`src/rtl/alu_operand_loader.sv`:
```
// Board-level entry path for the lab9 ALU: loads A, B and opcode from a switch bank on debounced presses.
// Define ALU_LOADER_CANCEL_EN to add a debounced cancel button that abandons a partial entry.

module alu_operand_loader_debounce #(
  parameter int DEBOUNCE_CYCLES = 4
) (
  input  logic clock,
  input  logic rstin,
  input  logic raw,
  output logic press
);
  localparam int CW = $clog2(DEBOUNCE_CYCLES + 1);

  logic          sync1_q, sync2_q, deb_q, prev_q;
  logic [CW-1:0] cnt_q;

  // Debounced level follows the synced level only after it has differed for DEBOUNCE_CYCLES edges.
  always_ff @(posedge clock or posedge rstin) begin
    if (rstin) begin
      sync1_q <= 1'b0;
      sync2_q <= 1'b0;
      deb_q   <= 1'b0;
      prev_q  <= 1'b0;
      cnt_q   <= '0;
    end else begin
      sync1_q <= raw;
      sync2_q <= sync1_q;
      prev_q  <= deb_q;
      if (sync2_q == deb_q) begin
        cnt_q <= '0;
      end else if (cnt_q == CW'(DEBOUNCE_CYCLES)) begin
        deb_q <= sync2_q;
        cnt_q <= '0;
      end else begin
        cnt_q <= cnt_q + CW'(1);
      end
    end
  end

  assign press = deb_q & ~prev_q;
endmodule

module alu_operand_loader #(
  parameter int WIDTH           = 6,
  parameter int OPW             = 3,
  parameter int DEBOUNCE_CYCLES = 4
) (
  input  logic             clock,
  input  logic             rstin,
  input  logic [WIDTH-1:0] sw_data,
  input  logic             btn,
  input  logic             btn_cancel,
  output logic [WIDTH-1:0] ain,
  output logic [WIDTH-1:0] bin,
  output logic [OPW-1:0]   instin,
  output logic             enin,
  output logic             sw,
  output logic [2:0]       stage,
  output logic [7:0]       issue_count
);
  typedef enum logic [2:0] {
    S_A     = 3'd0,
    S_B     = 3'd1,
    S_OP    = 3'd2,
    S_ISSUE = 3'd3,
    S_DONE  = 3'd4
  } state_t;

  state_t           state_q;
  logic [WIDTH-1:0] ain_q, bin_q;
  logic [OPW-1:0]   instin_q;
  logic             enin_q, sw_q;
  logic [7:0]       issue_count_q;
  logic             press, cancel;

  alu_operand_loader_debounce #(.DEBOUNCE_CYCLES(DEBOUNCE_CYCLES)) u_btn_db (
    .clock (clock),
    .rstin (rstin),
    .raw   (btn),
    .press (press)
  );

`ifdef ALU_LOADER_CANCEL_EN
  alu_operand_loader_debounce #(.DEBOUNCE_CYCLES(DEBOUNCE_CYCLES)) u_cancel_db (
    .clock (clock),
    .rstin (rstin),
    .raw   (btn_cancel),
    .press (cancel)
  );
`else
  logic unused_btn_cancel;
  assign unused_btn_cancel = btn_cancel;
  assign cancel = 1'b0;
`endif

  // Cancel is checked before press in every state that honours it, so it wins on a shared edge.
  always_ff @(posedge clock or posedge rstin) begin
    if (rstin) begin
      state_q       <= S_A;
      ain_q         <= '0;
      bin_q         <= '0;
      instin_q      <= '0;
      enin_q        <= 1'b0;
      sw_q          <= 1'b0;
      issue_count_q <= '0;
    end else begin
      enin_q <= 1'b0;
      case (state_q)
        S_A: begin
          if (press) begin
            ain_q   <= sw_data;
            state_q <= S_B;
          end
        end
        S_B: begin
          if (cancel) begin
            state_q <= S_A;
          end else if (press) begin
            bin_q   <= sw_data;
            state_q <= S_OP;
          end
        end
        S_OP: begin
          if (cancel) begin
            state_q <= S_A;
          end else if (press) begin
            instin_q <= sw_data[OPW-1:0];
            enin_q   <= 1'b1;
            state_q  <= S_ISSUE;
          end
        end
        S_ISSUE: begin
          issue_count_q <= issue_count_q + 8'd1;
          sw_q          <= 1'b1;
          state_q       <= S_DONE;
        end
        S_DONE: begin
          if (cancel || press) begin
            sw_q    <= 1'b0;
            state_q <= S_A;
          end
        end
        default: begin
          sw_q    <= 1'b0;
          state_q <= S_A;
        end
      endcase
    end
  end

  assign ain         = ain_q;
  assign bin         = bin_q;
  assign instin      = instin_q;
  assign enin        = enin_q;
  assign sw          = sw_q;
  assign stage       = state_q;
  assign issue_count = issue_count_q;
endmodule

```
`config.mk`:
```
export PLATFORM = sky130hd
export DESIGN_NAME = alu_operand_loader
export DESIGN_NICKNAME = d
export VERILOG_FILES = /design/src/rtl/alu_operand_loader.sv
export SDC_FILE = /design/constraint.sdc
export NUM_CORES = 1
export LEC_CHECK = 0
export CAP_MARGIN = 10
export CORE_ASPECT_RATIO = 0.8
export CORE_MARGIN = 2
export CORE_UTILIZATION = 47
export CTS_CLUSTER_SIZE = 12
export DETAILED_ROUTE_END_ITERATION = 8
export HOLD_SLACK_MARGIN = 0.02
export PLACE_DENSITY = 0.87
export SLEW_MARGIN = 30
export SYNTH_ARGS = -nofsm -noshare
export SYNTH_HDL_FRONTEND = slang
export SYNTH_SLANG_ARGS = --single-unit
export TNS_END_PERCENT = 10
```
`constraint.sdc`:
```
create_clock -name clock -period 1.5 [get_ports clock]
set_input_delay 0.3 -clock clock [delete_from_list [all_inputs] [get_ports clock]]
set_output_delay 0.3 -clock clock [all_outputs]
set_load 0.005 [all_outputs]
```
==> images/pdn.png <==
(6 px per µm) Pins as bars on the die edge.
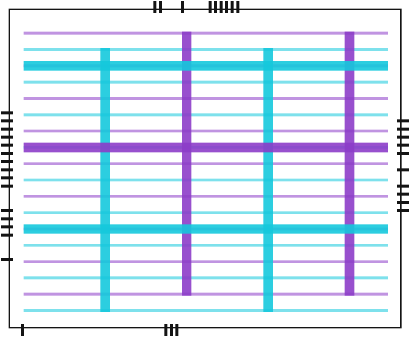
| colour | net |
|---|---|
| cyan | VSS |
| purple | VDD |
signal pins: 38
met1 rails: 18
met5 straps: 3
Die Wd: 65.0 µm
Die Height: 52.8 µm
placeable core region: 0.00281 mm²

==> reports/summary.log <==
qor: place.hpwlAfterDp 2.02 mm
qor: sta.tightest_slew 344 ps
qor: layout.clock_area_share 4.46%
qor: worst_setup_path.r2r_slack 80 ps
qor: cts.clkSinkCount 35
qor: worst_setup_path.crit_type reg2out
qor: hold_path.hold_class reg2reg
qor: worst_setup_path.worstSetupEndpoint bin[3]
qor: grt.grt_max_degree 36
qor: worst_setup_path.end_kind output pin
qor: synthesis.post-synth-top-area-fraction 62.6%
qor: grt.first_pass_grt_wire_length 4.81 mm
qor: grt.vias_in_the_first_global_route 1,024
qor: synthesis.ys_seq_share 62.6%
qor: synthesis.synthArstFlopShare 100%
qor: pwr.combinationalPower 1.40 mW
qor: synthesis.synth.top_cells.by_count sky130_fd_sc_hd__dfrtp_1 (35), sky130_fd_sc_hd__mux2_2 (17), sky130_fd_sc_hd__nand2_1 (8), sky130_fd_sc_hd__inv_1 (6)
qor: route.avgRoutedWirePerCell 14.8 µm
qor: pwr.power.share.switching 29.2%
qor: route.routed-wl-met3 196 µm
qor: pwr.p_switching 1.05 mW
qor: grt.grt_total_usage 19.7%
qor: synthesis.netlist.top_cell.by_area sky130_fd_sc_hd__dfrtp_1
qor: layout.antenna-diode-count 0
qor: hold_path.whs_path_depth 0
qor: sta.fmax 0.687 GHz
qor: synthesis.synth_dominant_cell_count sky130_fd_sc_hd__dfrtp_1
qor: route.num_vias 978
qor: flow_run.openroad.warnings 29
qor: place.dp_cells 181
qor: layout.final-seq-area 877 µm²
qor: layout.seq_share 44.7%
qor: sta.fin_worst_skew 7.90 ps
qor: run_status.run_status complete, no violations
qor: layout.fill_cells 216
qor: worst_setup_path.startpoint_of_the_most_critical_setup_path bin[3]
qor: synthesis.dominant_combinational_cell_family_by_area_after_synthesis multiplexers
qor: hold_path.worstHoldStart u_btn_db.sync1_q
qor: layout.nonClkBufAreaFrac 21.6%
qor: worst_setup_path.critical-path-top-delay-family buffers and inverters
qor: route.route.layer.met1.wl 1.16 mm
qor: cts.cts.path.max_buffers 2
qor: grt.overall_overflow_remaining_after_global_route 0
qor: pwr.dominant_power_group sequential cells
qor: synthesis.mux_share 14.4%
qor: sta.report.final.hold_viol_count 0
qor: pwr.combinationalPowerShare 38.9%
qor: worst_setup_path.cp_slowest_cell sky130_fd_sc_hd__clkdlybuf4s50_1
qor: route.route.detailed.vias_per_inst 5.12
qor: layout.num-nets-final 166
qor: pwr.p_clk 672 µW
qor: layout.flow.area_growth_from_synthesis 40.1%
qor: layout.clkbuf_count 6
qor: pwr.sequential_group_power 1.53 mW
qor: grt.antenna_violations_before_repair 0
qor: layout.top_cells_excl_fill_tap sky130_fd_sc_hd__dfrtp_1 (34), sky130_fd_sc_hd__clkdlybuf4s50_1 (26), sky130_fd_sc_hd__mux2_2 (17)
qor: floorplan.pin_count 38
qor: cts.clk_pin_slew_worst_paths 70 ps
qor: worst_setup_path.timing.rr.start stage[1]
qor: synthesis.ys_warn_count 0
qor: pwr.p_leak 0.972 nW
qor: cts.cts_hold_buffers 0
qor: pwr.power_total 3.61 mW
qor: synthesis.syn_area 0.00140 mm²
qor: layout.final_common_cell sky130_fd_sc_hd__dfrtp_1
qor: cts.post_cts_buffers 1
qor: layout.logic_area 503 µm²
qor: synthesis.numSynthFlops 35
qor: layout.comb_area_share 25.6%
qor: cts.cts_buffers 5
qor: pwr.power_density 1840 mW/mm²
qor: grt.met2_usage 33.2%
==> images/final_congestion.png <==
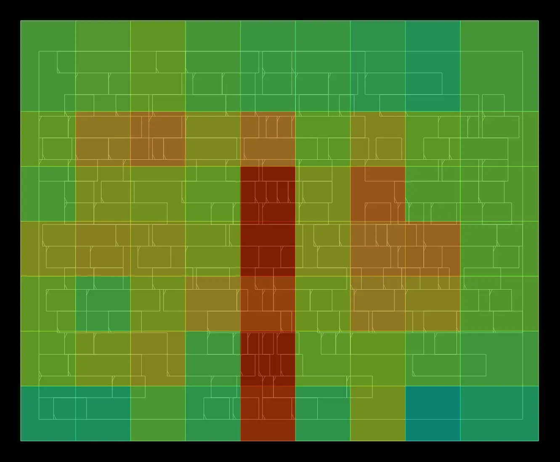
GRT busiest layer: met2
met1 track demand over resource: 23.1%
met3 demand-to-capacity share in global routing: 7.96%
Util after Layout: 69.9%

Power is estimated from default activity; no workload was simulated.
